==> src/rtl/alu_shift_sequencer.sv <==
// Multi-bit shift/rotate sequencer that steps a one-bit-per-use ALU shifter once per cycle.
// Optional Abort input is enabled by defining ALU_SEQ_ABORT_EN.
module alu_shift_sequencer #(
  parameter int unsigned DATA_WIDTH  = 32,
  parameter int unsigned SHAMT_WIDTH = 5
) (
  input  logic                   Clock,
  input  logic                   Reset,
`ifdef ALU_SEQ_ABORT_EN
  input  logic                   Abort,
`endif
  input  logic                   StartValid,
  output logic                   StartReady,
  input  logic [2:0]             Op,
  input  logic [SHAMT_WIDTH-1:0] ShAmt,
  input  logic [DATA_WIDTH-1:0]  Operand,
  output logic [DATA_WIDTH-1:0]  ALU_A,
  output logic [4:0]             ALU_FunSel,
  output logic                   ALU_WF,
  input  logic [DATA_WIDTH-1:0]  ALU_Out,
  input  logic [3:0]             ALU_Flags,
  output logic [DATA_WIDTH-1:0]  Result,
  output logic [3:0]             ResultFlags,
  output logic                   Done,
  output logic                   Error
);

  localparam int unsigned OP_WIDTH   = 3;
  localparam int unsigned FLAG_WIDTH = 4;
  localparam logic [4:0]  FUNSEL_PASS_A = 5'b10000;

  typedef enum logic [1:0] {
    ST_IDLE  = 2'd0,
    ST_SHIFT = 2'd1,
    ST_FLAG  = 2'd2,
    ST_DONE  = 2'd3
  } state_t;

  state_t                  state_q, state_d;
  logic [DATA_WIDTH-1:0]   work_q, work_d;
  logic [OP_WIDTH-1:0]     op_q, op_d;
  logic [SHAMT_WIDTH-1:0]  count_q, count_d;
  logic                    err_q, err_d;
  logic [DATA_WIDTH-1:0]   result_q, result_d;
  logic [FLAG_WIDTH-1:0]   rflags_q, rflags_d;

  logic                    accept_c;
  logic                    op_legal_c;
  logic                    abort_c;
  logic [3:0]              shift_code_c;

`ifdef ALU_SEQ_ABORT_EN
  assign abort_c = Abort;
`else
  assign abort_c = 1'b0;
`endif

  assign accept_c   = StartValid && (state_q == ST_IDLE);
  assign op_legal_c = (Op <= 3'd4);

  // ALU shift function code for the latched op (low four FunSel bits)
  always_comb begin
    shift_code_c = 4'b0000;
    case (op_q)
      3'd0:    shift_code_c = 4'b1011;
      3'd1:    shift_code_c = 4'b1100;
      3'd2:    shift_code_c = 4'b1101;
      3'd3:    shift_code_c = 4'b1110;
      3'd4:    shift_code_c = 4'b1111;
      default: shift_code_c = 4'b0000;
    endcase
  end

  // State register and datapath registers
  always_ff @(posedge Clock) begin
    if (Reset) begin
      state_q  <= ST_IDLE;
      work_q   <= '0;
      op_q     <= '0;
      count_q  <= '0;
      err_q    <= 1'b0;
      result_q <= '0;
      rflags_q <= '0;
    end else begin
      state_q  <= state_d;
      work_q   <= work_d;
      op_q     <= op_d;
      count_q  <= count_d;
      err_q    <= err_d;
      result_q <= result_d;
      rflags_q <= rflags_d;
    end
  end

  // Next-state and datapath update
  always_comb begin
    state_d  = state_q;
    work_d   = work_q;
    op_d     = op_q;
    count_d  = count_q;
    err_d    = err_q;
    result_d = result_q;
    rflags_d = rflags_q;

    case (state_q)
      ST_IDLE: begin
        if (accept_c) begin
          work_d  = Operand;
          op_d    = Op;
          count_d = ShAmt;
          err_d   = !op_legal_c;
          if (!op_legal_c || (ShAmt == '0)) begin
            result_d = Operand;
            rflags_d = ALU_Flags;
            state_d  = ST_DONE;
          end else begin
            state_d  = ST_SHIFT;
          end
        end
      end

      ST_SHIFT: begin
        if (abort_c) begin
          state_d = ST_IDLE;
        end else begin
          work_d  = ALU_Out;
          count_d = count_q - SHAMT_WIDTH'(1);
          if (count_q == SHAMT_WIDTH'(1)) begin
            state_d = ST_FLAG;
          end
        end
      end

      // ALU flags now hold the outcome of the final step
      ST_FLAG: begin
        if (abort_c) begin
          state_d = ST_IDLE;
        end else begin
          result_d = work_q;
          rflags_d = ALU_Flags;
          state_d  = ST_DONE;
        end
      end

      ST_DONE: begin
        err_d   = 1'b0;
        state_d = ST_IDLE;
      end

      default: state_d = ST_IDLE;
    endcase
  end

  // Outputs decoded from registered state
  always_comb begin
    StartReady = 1'b0;
    ALU_A      = work_q;
    ALU_FunSel = FUNSEL_PASS_A;
    ALU_WF     = 1'b0;
    Done       = 1'b0;
    Error      = 1'b0;
    case (state_q)
      ST_IDLE:  StartReady = 1'b1;
      ST_SHIFT: begin
        ALU_FunSel = {1'b1, shift_code_c};
        ALU_WF     = 1'b1;
      end
      ST_DONE: begin
        Done  = 1'b1;
        Error = err_q;
      end
      default: ;
    endcase
  end

  assign Result      = result_q;
  assign ResultFlags = rflags_q;

endmodule
==> config.mk <==
export PLATFORM = sky130hd
export DESIGN_NAME = alu_shift_sequencer
export DESIGN_NICKNAME = d
export VERILOG_FILES = /design/src/rtl/alu_shift_sequencer.sv
export SDC_FILE = /design/constraint.sdc
export NUM_CORES = 1
export LEC_CHECK = 0
export CORE_ASPECT_RATIO = 0.6
export CORE_MARGIN = 10
export CORE_UTILIZATION = 39
export DETAILED_ROUTE_END_ITERATION = 6
export PLACE_DENSITY = 0.73
export SLEW_MARGIN = 20
export SYNTH_ARGS = -nofsm -noshare
export SYNTH_HDL_FRONTEND = slang
export SYNTH_SLANG_ARGS = --single-unit
==> constraint.sdc <==
create_clock -name Clock -period 4.7 [get_ports Clock]
set_clock_uncertainty 0.15 [all_clocks]
set_input_delay 0.47 -clock Clock [delete_from_list [all_inputs] [get_ports Clock]]
set_output_delay 0.47 -clock Clock [all_outputs]
set_load 0.05 [all_outputs]
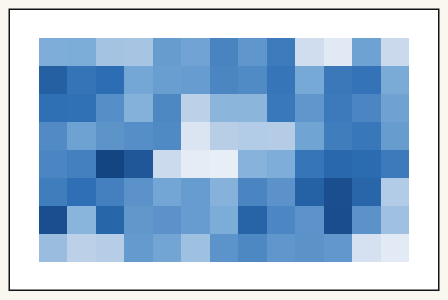
**Above:** run 1 (local utilization).
The die is cut into 15 by 10 equal tiles; white is low, dark blue is high, 0 to 100% covered.
fullest tile = 92%
mean over tiles = 39%
tiles over 75% full = 8.7%

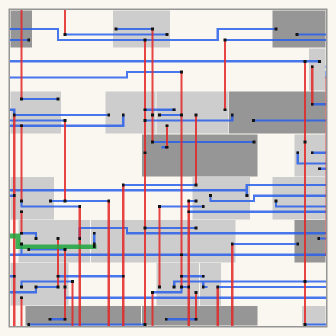
**Above:** run 1 (layout detail).
Region (103, 64) to (123, 84) um. Cells in grey, sequential cells in the stronger grey; small squares are vias.
red -> metal 2
blue -> metal 1
green -> metal 3
cells with their middle in the window = 15
sequential cells in the window = 2
netlist names of flops here include = ALU_A (1), Result (1)
most frequent = a211oi_2 (3), clkdlybuf4s50_1 (3)

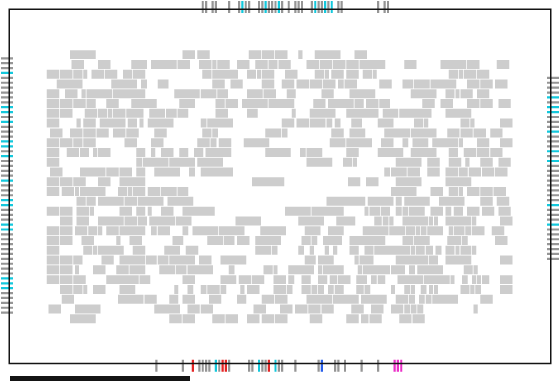
**Above:** run 1 (pin placement).
Scale bar: 50 um. Pins as bars across the die edge, other pins in grey.
cyan -> Operand  # pins 32, direction input, edge 15 left, 8 right, 6 top, 3 bottom
red -> ResultFlags  # pins 4, direction output, edge bottom
magenta -> Op  # pins 3, direction input, edge bottom
blue -> ALU_WF  # pins 1, direction output, edge bottom
die span in x: 150 um
chip height: 98.1 um
Buffers on Ports: 154

==> results.txt, run 1 <==
Physical implementation status

The flow ran to the end, and the final reports show no timing, DRC or antenna violations. The instance count of the mapped netlist stands at roughly 400. After detailed routing, the met3 layer carries approximately 1.4 mm of wire.

The sequential share of cell area stands at a little over a quarter. Per the post-place timing report, worst setup slack is 1.65 ns. The number of well taps stands at between 100 and 150.

The final antenna diode tally reported by the flow is 0. The data arrival time reported for the critical path is 2.72 ns. The number of nets in the synthesized netlist is 486.

For the finished layout, the period the worst path requires is ~3.3 ns. Together, buffers and inverters on the worst path number 3. The setup slack on the worst flop-to-flop path stands at slightly below 2 ns. Of the combinational cells, the family taking the most area is AND-OR/OR-AND gates. The area growth from synthesis to layout is 47.9%. In the final timing run, aggregate negative setup slack is 0 ns. The tree is rooted in a sky130_fd_sc_hd__clkbuf_16. For this run, the post-layout net count is slightly above 600.

In the layout the commonest cells are sky130_fd_sc_hd__clkdlybuf4s50_1, sky130_fd_sc_hd__dfxtp_1, sky130_fd_sc_hd__mux2i_1, sky130_fd_sc_hd__nor2_1, sky130_fd_sc_hd__a211oi_1. The CTS clock-pin slew for the worst setup and hold paths stands at 0.06 ns. The count of warnings emitted by yosys stands at 0. TritonCTS built the clock tree. Tracing the worst setup path back leads to its startpoint at state_q[1]$_SDFFE_PP0P_. The type recorded for the worst min-delay path is reg2reg. Per the layout area report, the combinational fraction of cell area is roughly 37%. Hold analysis lists the worst path endpoint as err_q$_SDFFE_PP0P_. The cell type that accounts for the most area after synthesis is sky130_fd_sc_hd__dfxtp_1. The cell count after placement stands at approximately 660.

Total power normalized to cell area comes to 837 nW/um2. The worst register-to-register path ends at ALU_A[16]$_SDFFE_PP0P_. Counting the buffers created by CTS gives 9.

For this design the top-level I/O count stands at between 150 and 200. Summing all placed instances gives a cell area of between 5000 and 6000 um2. The switching power total stands at around 2.4 mW. Once layout is complete, the cells apart from fillers number 674. Of the cells placed in the final design, the portion with a size suffix greater than 1 is 13.0%. The launch point of the worst min-delay path is recorded as err_q$_SDFFE_PP0P_. Measured against the total synthesized area, the mux share comes to around 16%. Summed over all combinational cells, the power is around 3 mW. The highest clock frequency the design can meet stands at between 0.2 and 0.3 GHz. The non-clock buffer area fraction after layout stands at roughly 28%. The clock tree has to reach 79 sinks.

The clock latency on the worst-skew pair stands at approximately 0.34 ns. The clock H-tree reported by CTS has 3 levels. The final number of hold-violating endpoints stands at 0. After detailed routing, the number of vias per cell comes to between 5 and 6. The number of fillers in the final layout stands at around 820. The critical path is of the reg2out type. The headroom to the max-slew limit stands at 33.0%. Of the total synthesized cell area, the portion taken by AND, OR, NAND and NOR gates is between 7 and 8%. The non-clock inverter count in the final layout stands at 5. The number of nets with antenna violations after routing stands at 0. The xor/xnor cell area share of the yosys netlist stands at 0%. Summed over all layers, the global routing overflow is 0. The internal power summed over all cells stands at ~2.5 mW. The worst setup path is captured at a primary output. Per the area breakdown, the dominant cell category is combinational gates. In this run the deepest clock path goes through 2 buffers.

Per the synth stats, the flop cell with the highest instance count is sky130_fd_sc_hd__dfxtp_1. The launch point of the worst register-to-register path is recorded as state_q[1]$_SDFFE_PP0P_. The final weighted congestion of routability-driven global placement stands at 0.760. The design has 79 sequential cells.

The mapped cell area stands at roughly 4000 um2. Setup repair after global routing left no endpoint under its margin. The number of global-route vias before repair stands at ~3,700. The global-route usage over all layers stands at between 10% and 20%. The final critical-path setup slack stands at between 1 and 1.5 ns. The worst register-to-register path has a depth of 6.

Across all layers, the routed design uses ~3,500 vias. The post-route core utilization stands at 59.3%. The flow reports that sequential cells draw 24.4% of the design power. Summing over the stages, the warning tally comes to 31. The final critical path takes up a little under three quarters of the cycle. After synthesis, flip-flops and latches occupy ~40% of the total area.

The synthesized design contains 0 enable-type register cells. The tally of unique sky130hd cells used after synthesis stands at 40. The multi-input combinational cell count stands at ~280. The share of total power dissipated in combinational logic is roughly three fifths.

The share of the core area taken by cells at floorplan is roughly two fifths. Max-slew check failures listed in the final report amount to 0. The proportion of netlist area held by the largest area contributor stands at approximately two fifths. The stat command in Yosys gives a chip area of about 4000 um2. The layout has 160 buffers outside the clock class. The biggest slice of the total power is consumed by combinational logic. The timing report shows that the slowest cell on the worst path is sky130_fd_sc_hd__clkdlybuf4s50_1. The maximum number of pins on one net before global-route repair stands at ~80.

Per the OpenROAD power report, leakage power amounts to a little over 2 nW. Counting only logic cells after layout, the most numerous master is sky130_fd_sc_hd__clkdlybuf4s50_1. According to the floorplan report, the placeable core area is 9880 um2.

The relative contribution of the clock network to total power stands at 14.2%.
**Run 1: cells by drive strength**

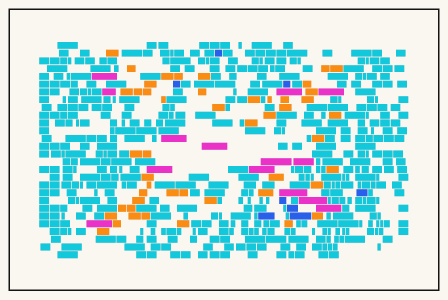

==> run 2: changes to the inputs <==
==> constraint.sdc (replaced) <==
create_clock -name Clock -period 3.5 [get_ports Clock]
set_clock_uncertainty 0.15 [all_clocks]
set_input_delay 0.35 -clock Clock [delete_from_list [all_inputs] [get_ports Clock]]
set_output_delay 0.35 -clock Clock [all_outputs]
set_load 0.05 [all_outputs]
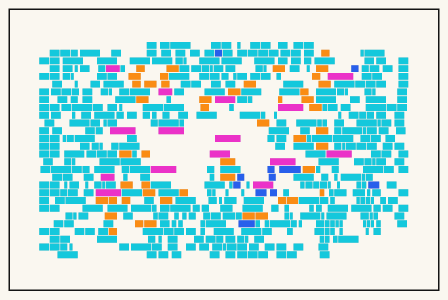
**Above:** run 2 (cells by drive strength).
magenta -> _6 and larger  # cells 15, share 2.8%
orange -> _2 cells  # cells 47, share 8.7%
blue -> _3 and _4 cells  # cells 11, share 2.0%
cyan -> _0 and _1 cells  # cells 467, share 86%

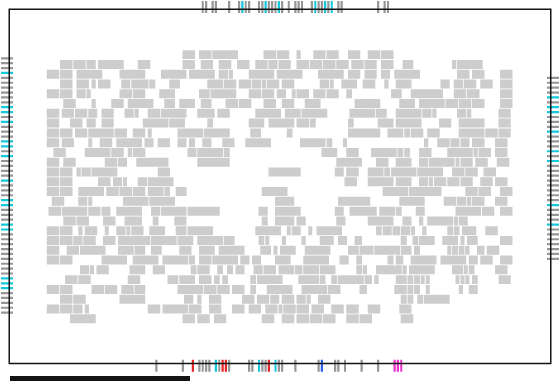
**Above:** run 2 (pin placement).
Scale bar: 50 um. Pins as bars across the die edge, other pins in grey.
red -> ResultFlags  # pins 4, direction output, edge bottom
blue -> ALU_WF  # pins 1, direction output, edge bottom
magenta -> Op  # pins 3, direction input, edge bottom
cyan -> Operand  # pins 32, direction input, edge 15 left, 8 right, 6 top, 3 bottom
all pins by edge = 53 left, 38 right, 33 top, 32 bottom

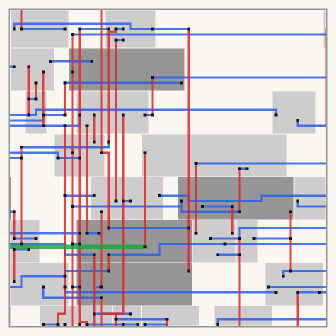
**Above:** run 2 (layout detail).
Region (103, 64) to (123, 84) um. Cells in grey, sequential cells in the stronger grey; small squares are vias.
red -> metal 2
green -> metal 3
blue -> metal 1
cells with their middle in the window = 19
sequential cells in the window = 4
netlist names of flops here include = ALU_A (2), Result (2)
most frequent = dfxtp_1 (4), a21oi_2 (3), a211oi_2 (3)

==> run 2 against run 1 <==
Net effect: clock power up 28%; non-clock buffer count grew 2; count of clock-buffer cells in the layout did not move; core utilization shrank 0.076 points; sequential share of layout area is essentially flat; sequential cell count stayed put; critical path depth is the same; global-route usage about the same; synthesized area is the same; register-to-register slack worse by 1.1 ns; worst hold slack got worse by 0.011 ns; sequential power is 35% higher.
==> results.txt, run 2 <==
Physical implementation status

The final weighted congestion of routability-driven global placement stands at 0.797 (+4.9%). The top cell type in the final layout, fill and taps aside, is sky130_fd_sc_hd__clkdlybuf4s50_1. The portion of total power attributed to combinational logic came to 61.6% (+0.2 points). The sequential share of cell area stands at 27.0% (+0.035 points). For reference, the most critical setup path is categorized as reg2out. The sequential element share of the synthesized area was 39.9% (unchanged). The run finished with clean final reports.

The final critical-path setup slack stands at 0.466 ns (-0.893 ns). The mapped cell area was 3960 um2 (unchanged). The final net count came to 622 (+0.32%). In the synthesized netlist the dominant register cell turns out to be sky130_fd_sc_hd__dfxtp_1. The depth of the worst register-to-register path is 7 (+1).

The proportion of netlist area held by the largest area contributor is 39.9% (unchanged). For this run, the top clock speed supported by timing is about 0.33 GHz. The non-clock buffer area fraction after layout stands at 27.9% (+0.036 points). The number of standard cells in the final layout excluding fillers is 675 (+0.15%). The maximum clock insertion buffer count stands at 2 (unchanged).

Of all power groups, the one with the highest power is combinational logic. Setup repair after global routing left no endpoint under its margin. The number of flip-flops and latches stands at 79 (unchanged). The count of pins over their slew limit stands at 0 (unchanged).

The instance count of the mapped netlist stands at 400 (unchanged). The number of fillers in the final layout was 837 (+2.6%). The worst setup path is captured at a primary output.

In this run the most critical hold path is launched from err_q$_SDFFE_PP0P_. The combinational share of cell area stands at 37.0% (+0.047 points). The CTS clock-pin slew for the worst setup and hold paths stands at 0.06 ns (about the same). The stage-log warning count came to 31 (unchanged). After synthesis, the largest family of logic cells by area is AND-OR/OR-AND gates.

The switching power total stands at 3.27 mW (+34%). The via density per instance stands at 5.24 (+0.76%). The clock period could shrink to ~3.0 ns.

The final number of hold-violating endpoints stands at 0 (unchanged). The non-clock inverter count in the final layout came to 5 (unchanged). The number of H-tree branching levels stands at 3 (unchanged).

The floorplan net count stands at 486 (unchanged). The simple-gate share of the synthesized area stands at 7.99% (unchanged). The relative contribution of the clock network to total power stands at 13.6% (-0.6 points). The count of buffer and inverter cells on the critical path is 3 (unchanged).

The number of clock sinks seen by CTS is 79 (unchanged). The post-route core utilization was 59.3% (-0.076 points). The tally of unique sky130hd cells used after synthesis is 40 (unchanged).

The number of CTS-inserted buffers stands at 9 (unchanged). The path class of the tightest hold or removal check is reg2reg. The xor/xnor cell area share of the yosys netlist stands at 0% (unchanged).

The share of the clock period used by the worst path stands at just under 90%. The maximum number of pins on one net before global-route repair stands at 80 (unchanged). The power per cell area stands at 1120 nW/um2 (+33%). The die width stands at 150 um (unchanged). The data arrival time of the worst path is 2.53 ns (-0.19 ns). The worst register-to-register path ends at count_q[1]$_SDFFE_PP0P_. For the worst reg-to-reg path, the startpoint reported by OpenROAD is state_q[1]$_SDFFE_PP0P_. The pre-CTS setup slack is 0.800 ns (-0.853 ns).

Per the area breakdown, the dominant cell category is combinational gates. The yosys-reported design area after synthesis stands at 3960 um2 (unchanged). The number of well taps is 135 (unchanged). The setup slack on the worst flop-to-flop path came to 0.89 ns (-1.06 ns). In the hold report, the worst path ends at err_q$_SDFFE_PP0P_. The number of nets with antenna violations after routing stands at 0 (unchanged). The sum of met3 wire segment lengths after detailed routing stands at 1.37 mm (-2.1%). The multi-input combinational cell count stands at 279 (unchanged). The headroom to the max-slew limit came to 33.5% (+0.50 points). The slowest stage of the critical path belongs to the cell sky130_fd_sc_hd__clkdlybuf4s50_1. The height of the chip was 98.1 um (unchanged). The cell type that accounts for the most area after synthesis is sky130_fd_sc_hd__dfxtp_1. The power attributed to combinational cells stands at 4.03 mW (+34%).

The area of the core was 9880 um2 (unchanged). In this run the clock root is driven by a sky130_fd_sc_hd__clkbuf_16. The area growth from synthesis to layout is 47.7%. The internal power summed over all cells stands at 3.27 mW (+33%). The total grt overflow is 0 (unchanged). The multiplexer share of the synthesized area is 16.4% (unchanged). The number of buffers inserted by port buffering stands at 154 (unchanged). The part of the power in registers was 24.8% (+0.4 points).
Power is estimated from default activity; no workload was simulated.
